Fig. 1: run 1, floorplan with the power grid
The bar under the picture is 20 um long. Pins as bars on the die edge. Tap cells in gray.
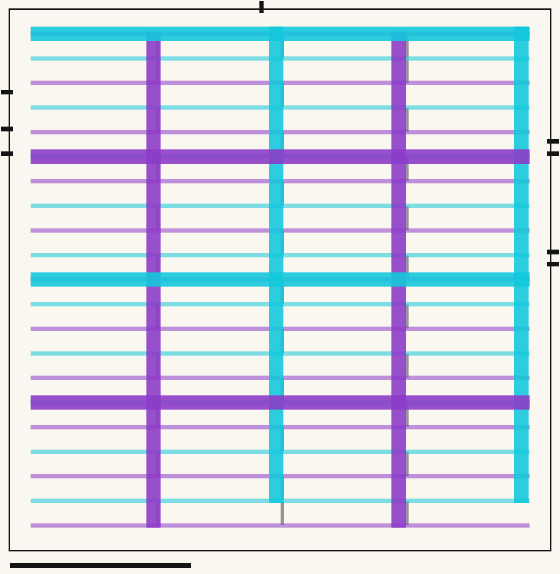
Fig. 2: run 1, placement view
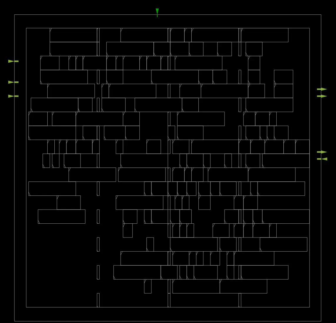
Fig. 3: run 1, port wiring
The bar under the picture is 20 um long.
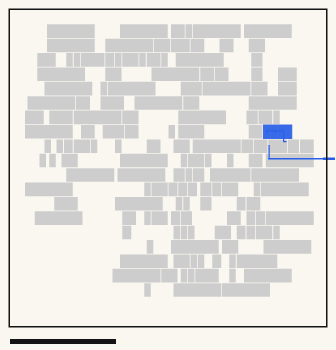
File: src/rtl/flappy_pkg.sv
// flappy_pkg: FSM encoding and default timing constants shared with the action stage
package flappy_pkg;
  typedef enum logic [1:0] {IDLE = 2'b00, WINDOW = 2'b01, DONE = 2'b10} state_t;
  localparam int CR_DEF = 14;
  localparam int DEB_W_DEF = 4;
  localparam int DEB_CNT_DEF = 10;
endpackage

File: src/rtl/button_conditioner_if.sv
// button_conditioner_if: enable/done handshake with move decisions plus raw button lines
interface button_conditioner_if;
  logic e_inp_i;
  logic up_raw_i;
  logic down_raw_i;
  logic up_o;
  logic down_o;
  logic d_inp_o;
  modport master (output e_inp_i, up_raw_i, down_raw_i, input up_o, down_o, d_inp_o);
  modport slave (input e_inp_i, up_raw_i, down_raw_i, output up_o, down_o, d_inp_o);
endinterface

File: src/rtl/debounce_cell.sv
// debounce_cell: 2-FF synchroniser, stable-count debounce and registered rising-edge pulse
module debounce_cell #(
  parameter int DEB_W = 4,
  parameter int DEB_CNT = 10
) (
  input  logic clk,
  input  logic rst,
  input  logic raw,
  output logic level,
  output logic rise
);
  logic s1, s2, hit;
  logic [DEB_W-1:0] cnt;
  assign hit = (s2 != level) && (cnt == DEB_W'(DEB_CNT - 1));
  always_ff @(posedge clk or posedge rst)
    if (rst) begin
      s1 <= 1'b0;
      s2 <= 1'b0;
      cnt <= '0;
      level <= 1'b0;
      rise <= 1'b0;
    end else begin
      s1 <= raw;
      s2 <= s1;
      cnt <= (s2 != level && !hit) ? cnt + 1'b1 : '0;
      level <= hit ? s2 : level;
      rise <= hit & s2;
    end
endmodule

File: src/rtl/button_conditioner.sv
// button_conditioner: debounces up/down buttons, latches presses, hands one move per frame.
// Define HOLD_REPEAT_EN to let a button still held at capture count as a press every frame.
module button_conditioner
  import flappy_pkg::*;
#(
  parameter int CR = CR_DEF,
  parameter int DEB_W = DEB_W_DEF,
  parameter int DEB_CNT = DEB_CNT_DEF
) (
  input logic clk_i,
  input logic rst_i,
  button_conditioner_if.slave bus
);
`ifdef HOLD_REPEAT_EN
  localparam logic HOLD = 1'b1;
`else
  localparam logic HOLD = 1'b0;
`endif
  state_t state, state_n;
  logic [CR-1:0] tick, tick_n;
  logic pend_up, pend_dn, pend_up_n, pend_dn_n;
  logic up, dn, up_n, dn_n;
  logic lvl_up, lvl_dn, rise_up, rise_dn, cap_up, cap_dn;
  debounce_cell #(.DEB_W(DEB_W), .DEB_CNT(DEB_CNT)) u_up (
    .clk(clk_i), .rst(rst_i), .raw(bus.up_raw_i), .level(lvl_up), .rise(rise_up)
  );
  debounce_cell #(.DEB_W(DEB_W), .DEB_CNT(DEB_CNT)) u_dn (
    .clk(clk_i), .rst(rst_i), .raw(bus.down_raw_i), .level(lvl_dn), .rise(rise_dn)
  );
  assign cap_up = pend_up | (HOLD & lvl_up);
  assign cap_dn = pend_dn | (HOLD & lvl_dn);
  // a rise arriving in the capture cycle survives the clear and belongs to the next window
  always_comb begin
    state_n = state;
    tick_n = '0;
    up_n = up;
    dn_n = dn;
    pend_up_n = pend_up | rise_up;
    pend_dn_n = pend_dn | rise_dn;
    case (state)
      IDLE: state_n = bus.e_inp_i ? WINDOW : IDLE;
      WINDOW:
        if (!bus.e_inp_i) state_n = IDLE;
        else if (tick == '1) begin
          state_n = DONE;
          up_n = cap_up & ~cap_dn;
          dn_n = cap_dn & ~cap_up;
          pend_up_n = rise_up;
          pend_dn_n = rise_dn;
        end else tick_n = tick + 1'b1;
      DONE:
        if (!bus.e_inp_i) begin
          state_n = IDLE;
          up_n = 1'b0;
          dn_n = 1'b0;
        end
      default: state_n = IDLE;
    endcase
  end
  always_ff @(posedge clk_i or posedge rst_i)
    if (rst_i) begin
      state <= IDLE;
      tick <= '0;
      pend_up <= 1'b0;
      pend_dn <= 1'b0;
      up <= 1'b0;
      dn <= 1'b0;
    end else begin
      state <= state_n;
      tick <= tick_n;
      pend_up <= pend_up_n;
      pend_dn <= pend_dn_n;
      up <= up_n;
      dn <= dn_n;
    end
  assign bus.up_o = up;
  assign bus.down_o = dn;
  assign bus.d_inp_o = (state == DONE);
endmodule
File: src/flat_wrapper.sv
// flat-port wrapper written by rule: the top's interface ports become plain ports
module button_conditioner_flat import flappy_pkg::*;
#(
  parameter int CR = CR_DEF,
  parameter int DEB_W = DEB_W_DEF,
  parameter int DEB_CNT = DEB_CNT_DEF
)
  (clk_i, rst_i, bus_e_inp_i, bus_up_raw_i, bus_down_raw_i, bus_up_o, bus_down_o, bus_d_inp_o);
  button_conditioner_if bus_i ();
  input logic clk_i;
  input logic rst_i;
  input wire logic [$bits(bus_i.e_inp_i)-1:0] bus_e_inp_i;
  input wire logic [$bits(bus_i.up_raw_i)-1:0] bus_up_raw_i;
  input wire logic [$bits(bus_i.down_raw_i)-1:0] bus_down_raw_i;
  output wire logic [$bits(bus_i.up_o)-1:0] bus_up_o;
  output wire logic [$bits(bus_i.down_o)-1:0] bus_down_o;
  output wire logic [$bits(bus_i.d_inp_o)-1:0] bus_d_inp_o;
  assign bus_i.e_inp_i = bus_e_inp_i;
  assign bus_i.up_raw_i = bus_up_raw_i;
  assign bus_i.down_raw_i = bus_down_raw_i;
  assign bus_up_o = bus_i.up_o;
  assign bus_down_o = bus_i.down_o;
  assign bus_d_inp_o = bus_i.d_inp_o;
  button_conditioner #(.CR(CR), .DEB_W(DEB_W), .DEB_CNT(DEB_CNT)) u_core (.clk_i(clk_i), .rst_i(rst_i), .bus(bus_i));
endmodule
File: config.mk
export PLATFORM = sky130hd
export DESIGN_NAME = button_conditioner_flat
export DESIGN_NICKNAME = d
export VERILOG_FILES = /design/src/rtl/flappy_pkg.sv /design/src/rtl/button_conditioner_if.sv /design/src/rtl/debounce_cell.sv /design/src/rtl/button_conditioner.sv /design/src/flat_wrapper.sv
export SDC_FILE = /design/constraint.sdc
export NUM_CORES = 1
export LEC_CHECK = 0
export CORE_MARGIN = 2
export CORE_UTILIZATION = 50
export CTS_CLUSTER_DIAMETER = 50
export DETAILED_ROUTE_END_ITERATION = 16
export PLACE_DENSITY = 0.75
export SLEW_MARGIN = 20
export SYNTH_ARGS = -nofsm -noshare
export SYNTH_HDL_FRONTEND = slang
export SYNTH_SLANG_ARGS = --single-unit
File: constraint.sdc
create_clock -name clk_i -period 2.3 [get_ports clk_i]
set_clock_uncertainty 0.15 [all_clocks]
set_input_delay 0.46 -clock clk_i [delete_from_list [all_inputs] [get_ports clk_i]]
set_output_delay 0.46 -clock clk_i [all_outputs]
set_load 0.05 [all_outputs]
==> flow_summary.json, run 1 <==
{
  "leakage_nw": 0.7939,
  "place_area_mm2": 0.001667,
  "ys_sh_adder": 0.04026,
  "top_area_cell": "dfrtp_1",
  "netlist_area_mm2": 0.001554,
  "openroad.warnings": 28,
  "ys_chip_area_mm2": 0.001554,
  "cp_top_family": "buffers and inverters",
  "cts_num_sinks": 36,
  "report.final.slew_viol_count": 0,
  "cts_root_buffer": "clkbuf_4",
  "cts_setup_buffers": 0,
  "ant_nets": 0,
  "drt_pass1_iterations": 3,
  "drive_above_1_share": 0.1118,
  "grt_max_degree": 37,
  "top_area_frac": 0.5797,
  "worstSetupPathDepth": 1,
  "rsz0062_at_grt": "no",
  "cts_tree": "done",
  "status": "finished, final reports clean",
  "synth_flops": 36,
  "synth-simple-area-share": 0.2110,
  "viasPerCell": 5.173,
  "htreeDepth": 2,
  "cap_violations": 0,
  "fillerInstances": 261,
  "r2r_cells": 5,
  "fp_nets": 146,
  "cts_resized": 0,
  "avgRoutedWirePerCell_um": 12.10,
  "period_needed_ps": 2113,
  "cp.required_ps": 1690,
  "worst_path_largest_cell_delay_ps": 800,
  "fin_nets": 161,
  "cp-startpoint": "u_core.bus.down_o",
  "wl_mm": 2.238,
  "hold_violations": 0,
  "grt_pass1_vias": 928,
  "synth_stat.cells": 136,
  "finalPower_w": 0.001124,
  "synthAoiAreaFrac": 0.03704,
  "overflow": 0,
  "regToRegStartpoint": "u_core.tick[0]",
  "worstMarginPinSlew_ps": 493.0,
  "antenna_found_initial": 0,
  "postSynthSeqShare": 0.5797,
  "gp_congestion": 0.7800,
  "initial_core_util": 0.5175
}
-- Fig. 1 (at the start) --
purple -> VSS
cyan -> VDD
rows = 20
met4 straps = 4
tap cells = 33
Die Span Y: 59.75 um
core box area: 0.003003 mm2
Max rail drop VDD: 0.4360 mV
die width: 59.75 um

-- Fig. 2 (at the start) --
Flop Count: 36
final non-filler cell total: 185
sequential cell area share: 0.5214
Row Count: 20
n_taps: 33

-- Fig. 3 (at the start) --
blue -> bus_e_inp_i  # bits 1, direction input, end cells 3, buffers 1, wire 19.4 um
PortBufs: 7
Ports: 8

[run 1: final cells by class]
cell class,count,area [um2],share of cell area
clock buffer,6,51.30,0.02969
inverter,6,22.52,0.01303
sequential,36,900.9,0.5214
tap,33,41.29,0.02390
clock inverter,2,10.01,0.005793
multi-input combinational,93,619.3,0.3584
timing repair buffer,9,82.58,0.04779
[run 1: metrics by stage]
stage / hold slack [ps] / worst slack (ps) / instances
floorplan: 181.2 / 522.4 / 136
global placement: 184.0 / 339.9 / 177
detailed placement: 189.4 / 292.0 / 177
CTS: 215.1 / 159.8 / 185
global route: 217.2 / 125.9 / 185
finish: 212.8 / 186.6 / 185
[run 1: power breakdown]
part           internal [W]  switching (W)
registers          0.000664      0.0000268
clock network      0.000145       0.000202
logic             0.0000406      0.0000455
total              0.000850       0.000274
[run 1: sequential cells by signal (all words and copies together) (netlist names)]
signal             count
u_core.u_up.s2         1
u_core.u_up.cnt        4
u_core.cap_dn          1
u_core.u_dn.cnt        4
u_core.bus.down_o      1
u_core.cap_up          1
u_core.u_up.s1         1
u_core.u_dn.level      1
u_core.u_dn.s1         1
u_core.u_up.rise       1
u_core.u_dn.s2         1
u_core.state           2
u_core.bus.up_o        1
u_core.u_up.level      1
u_core.u_dn.rise       1
u_core.tick           14
[run 1: cell usage in the layout, fill, tap and decap left out]
cell / count
nand2_2: 1
nand3b_1: 3
clkinv_2: 2
nor4_4: 1
buf_4: 3
xor2_1: 6
nor3_1: 4
nand2_1: 9
nor4_1: 2
a21oi_1: 1
or3_2: 1
nor2b_1: 1
a21o_1: 2
nand4_4: 1
clkbuf_4: 5
nand2b_1: 3
dfrtp_1: 36
o21ai_0: 1
a211oi_1: 1
inv_1: 6
nand3_1: 6
o2bb2ai_1: 2
clkdlybuf4s50_1: 6
ha_1: 5
nand4_1: 3
clkbuf_8: 1
nor3b_1: 3
xnor2_1: 11
a22oi_1: 1
mux2_2: 2
nor2_1: 23
[run 1: cells in the mapped netlist]
cell type and n:
ha_1 5, nand2_1 9, nor2b_1 1, nor3_1 4
a21oi_1 1, a21o_1 2, nor4_4 1, o21ai_0 1
o2bb2ai_1 2, inv_1 6, nand3b_1 3, or3_2 1
nand4_4 1, a22oi_1 1, a211oi_1 1, nand3_1 6
nand2b_1 3, buf_6 1, nand2_2 1, xor2_1 6
nor3b_1 3, xnor2_1 11, dfrtp_1 36, nor4_1 2
mux2_2 2, nand4_1 3, nor2_1 23
[run 1: worst min-delay path by stage]
stage | startpoint | to | slack, ps | depth (start not counted)
4_1_cts | u_core.u_dn.s1 | u_core.u_dn.s2 | 220 | 0
2_1_floorplan | u_core.u_dn.s1 | u_core.u_dn.s2 | 180 | 0
5_1_grt | u_core.u_dn.s1 | u_core.u_dn.s2 | 220 | 0
3_5_place_dp | u_core.u_dn.s1 | u_core.u_dn.s2 | 190 | 0
6_report | u_core.u_dn.s1 | u_core.u_dn.s2 | 210 | 0
3_3_place_gp | u_core.u_up.s1 | u_core.u_up.s2 | 180 | 0
[run 1: layer usage]
metal	global-route usage	routed length [um]
met4	0.07619	42
met5	0	0
met3	0.06494	94
met1	0.1729	1069
met2	0.2360	1031
==> run 2: changes to the inputs <==
--- a/config.mk
+++ b/config.mk
@@ -7,6 +7,7 @@
 export LEC_CHECK = 0
 export CORE_MARGIN = 2
 export CORE_UTILIZATION = 50
+export CTS_BUF_LIST = sky130_fd_sc_hd__clkbuf_2
 export CTS_CLUSTER_DIAMETER = 50
 export DETAILED_ROUTE_END_ITERATION = 16
 export PLACE_DENSITY = 0.75
==> run 2 against run 1 <==
  * Final area is 1.3% lower
  * Die size stayed put
  * Sequential cell count stayed put
  * Register-to-register slack hardly changed
  * Critical path type unchanged
  * Largest cell class unchanged
  * Fmax is 1.8% lower
  * Hold slack better by 12 ps
  * Sequential power hardly changed
==> flow_summary.json, run 2 <==
{
  "status": "finished, final reports clean",
  "synth-edff-count": 0,
  "synth_flops": 36,
  "async_reset_ff_frac": 1.000,
  "rsz0062_at_grt": "no",
  "coreArea_mm2": 0.003003,
  "ant_nets": 0,
  "cts_root_buffer": "clkbuf_2",
  "avgRoutedWirePerCell_um": 11.84,
  "postSynthSeqShare": 0.5797,
  "cts_max_path_buffers": 2,
  "leakage_nw": 0.7860,
  "mostFrequentLayoutCells": "dfrtp_1, nor2_1, xnor2_1, nand2_1",
  "final_common_cell": "dfrtp_1",
  "hp-class": "reg2reg",
  "worstMarginPinSlew_ps": 493.0,
  "synthAoiAreaFrac": 0.03704,
  "cts_setup_buffers": 0,
  "viasPerCell": 5.157,
  "fillerInstances": 263,
  "netlist_area_mm2": 0.001554,
  "overflow": 0,
  "cap_violations": 0,
  "ys_sh_adder": 0.04026,
  "drt_pass1_iterations": 3,
  "largest_reg_flops": 14,
  "final_area_mm2": 0.001705,
  "top_area_frac": 0.5797,
  "yosysMostFrequentCell": "dfrtp_1",
  "cts_tree": "done",
  "die_x_um": 59.75,
  "openroad.warnings": 28,
  "die_h_um": 59.75,
  "clk_pin_slew_ps": 170,
  "top_regs": "u_core.tick: 14 flops, u_core.u_dn.cnt: 4 flops, u_core.u_up.cnt: 4 flops",
  "io_pins": 8,
  "regMostFlops": "u_core.tick",
  "antenna_found_initial": 0,
  "initial_core_util": 0.5175,
  "ys_chip_area_mm2": 0.001554,
  "cp.required_ps": 1690,
  "htreeDepth": 2,
  "synth_stat.cells": 136,
  "port_buffers": 7,
  "drive_above_1_share": 0.1053,
  "fin_nets": 161,
  "hold_violations": 0,
  "gp_congestion": 0.7800,
  "report.final.slew_viol_count": 0,
  "peakVddDrop_mv": 0.4578,
  "num_rows": 20,
  "place_area_mm2": 0.001667,
  "grt_pass1_vias": 921,
  "wl_mm": 2.191,
  "grt_max_degree": 37,
  "cp_top_family": "buffers and inverters",
  "timing.hold.ws_ps": 224.7,
  "setup.worst_path.end_class": "output port",
  "synthTopCellsByCount": "dfrtp_1, nor2_1, xnor2_1",
  "period_needed_ps": 2151,
  "fp_nets": 146,
  "synth-simple-area-share": 0.2110,
  "top_area_cell": "dfrtp_1",
  "fin_cells": 185
}
[run 2: cell counts after synthesis]
Identical to the previous run, type by type.
[run 2: cell type report]
cell class | instances | area, um2 | area share
Sequential cell | 36 | 900.9 | 0.5282
Multi-Input combinational cell | 93 | 619.3 | 0.3632
Timing Repair Buffer | 9 | 82.58 | 0.04842
Tap cell | 33 | 41.29 | 0.02421
Clock buffer | 5 | 25.02 | 0.01467
Inverter | 6 | 22.52 | 0.01321
Clock inverter | 3 | 13.76 | 0.008070
[run 2: per-layer routing]
metal | global-route usage | up-vias | wire (um)
met5 | 0 | - | 0
met4 | 0.07619 | 0 | 17
met3 | 0.05844 | 2 | 77
met2 | 0.2298 | 11 | 1034
met1 | 0.1727 | 456 | 1062
li1 | - | 485 | -
[run 2: kinds of logic (layout without fill, tap and decap cells)]
family	count (synthesis)	count (layout)
simple gates	61	61
flops	36	36
xor+xnor	17	17
compound gates	8	8
buf+inv	7	23
fa+ha+maj	5	5
mux	2	2
[run 2: metrics by stage]
step                worst slack [ps]  total power, W
detailed placement             292.0       0.0007928
global placement               339.9       0.0007816
finish                         148.5        0.001041
floorplan                      522.4       0.0007624
global route                   58.58        0.001112
CTS                            101.0        0.001062
[run 2: path summary, 6_finish.rpt]
| path | endpoint | start | slack (ps) | cells after the start |
|---|---|---|---|---|
| setup reg to reg | u_core.tick[7] | u_core.tick[0] | 320 | 5 |
| setup / recovery | bus_down_o | u_core.bus.down_o | 150 | 1 |
| max in group asynchronous | u_core.tick[1] | rst_i | 1360 | 3 |
| hold / removal | u_core.u_dn.s2 | u_core.u_dn.s1 | 220 | 0 |
| hold reg to reg | u_core.u_dn.s2 | u_core.u_dn.s1 | 220 | 0 |
| min in group asynchronous | u_core.u_dn.cnt[3] | rst_i | 330 | 3 |
[run 2: where the power goes]
group / switching [W] / total [W] / internal [W] / leakage (nW)
logic: 0.0000454 / 0.0000859 / 0.0000406 / 0.271
clock network: 0.000195 / 0.000264 / 0.0000683 / 0.0302
registers: 0.0000267 / 0.000691 / 0.000664 / 0.485
total: 0.000267 / 0.00104 / 0.000773 / 0.786
[run 2: worst register-to-register path, cell delays in order (launching register included)]
cell and delay [ps]:
dfrtp_1 410, ha_1 270, nand4_4 170, nor4_4 360
nand2b_1 410, nor2_1 100
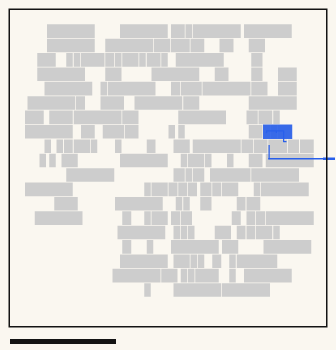
Fig. 4. Port wiring (run 2).
The bar under the picture is 20 um long.
blue -> bus_e_inp_i  # bits 1, direction input, end cells 3, buffers 1, wire 19.4 um

No activity file was given, so power comes from the tool's default toggle rates.
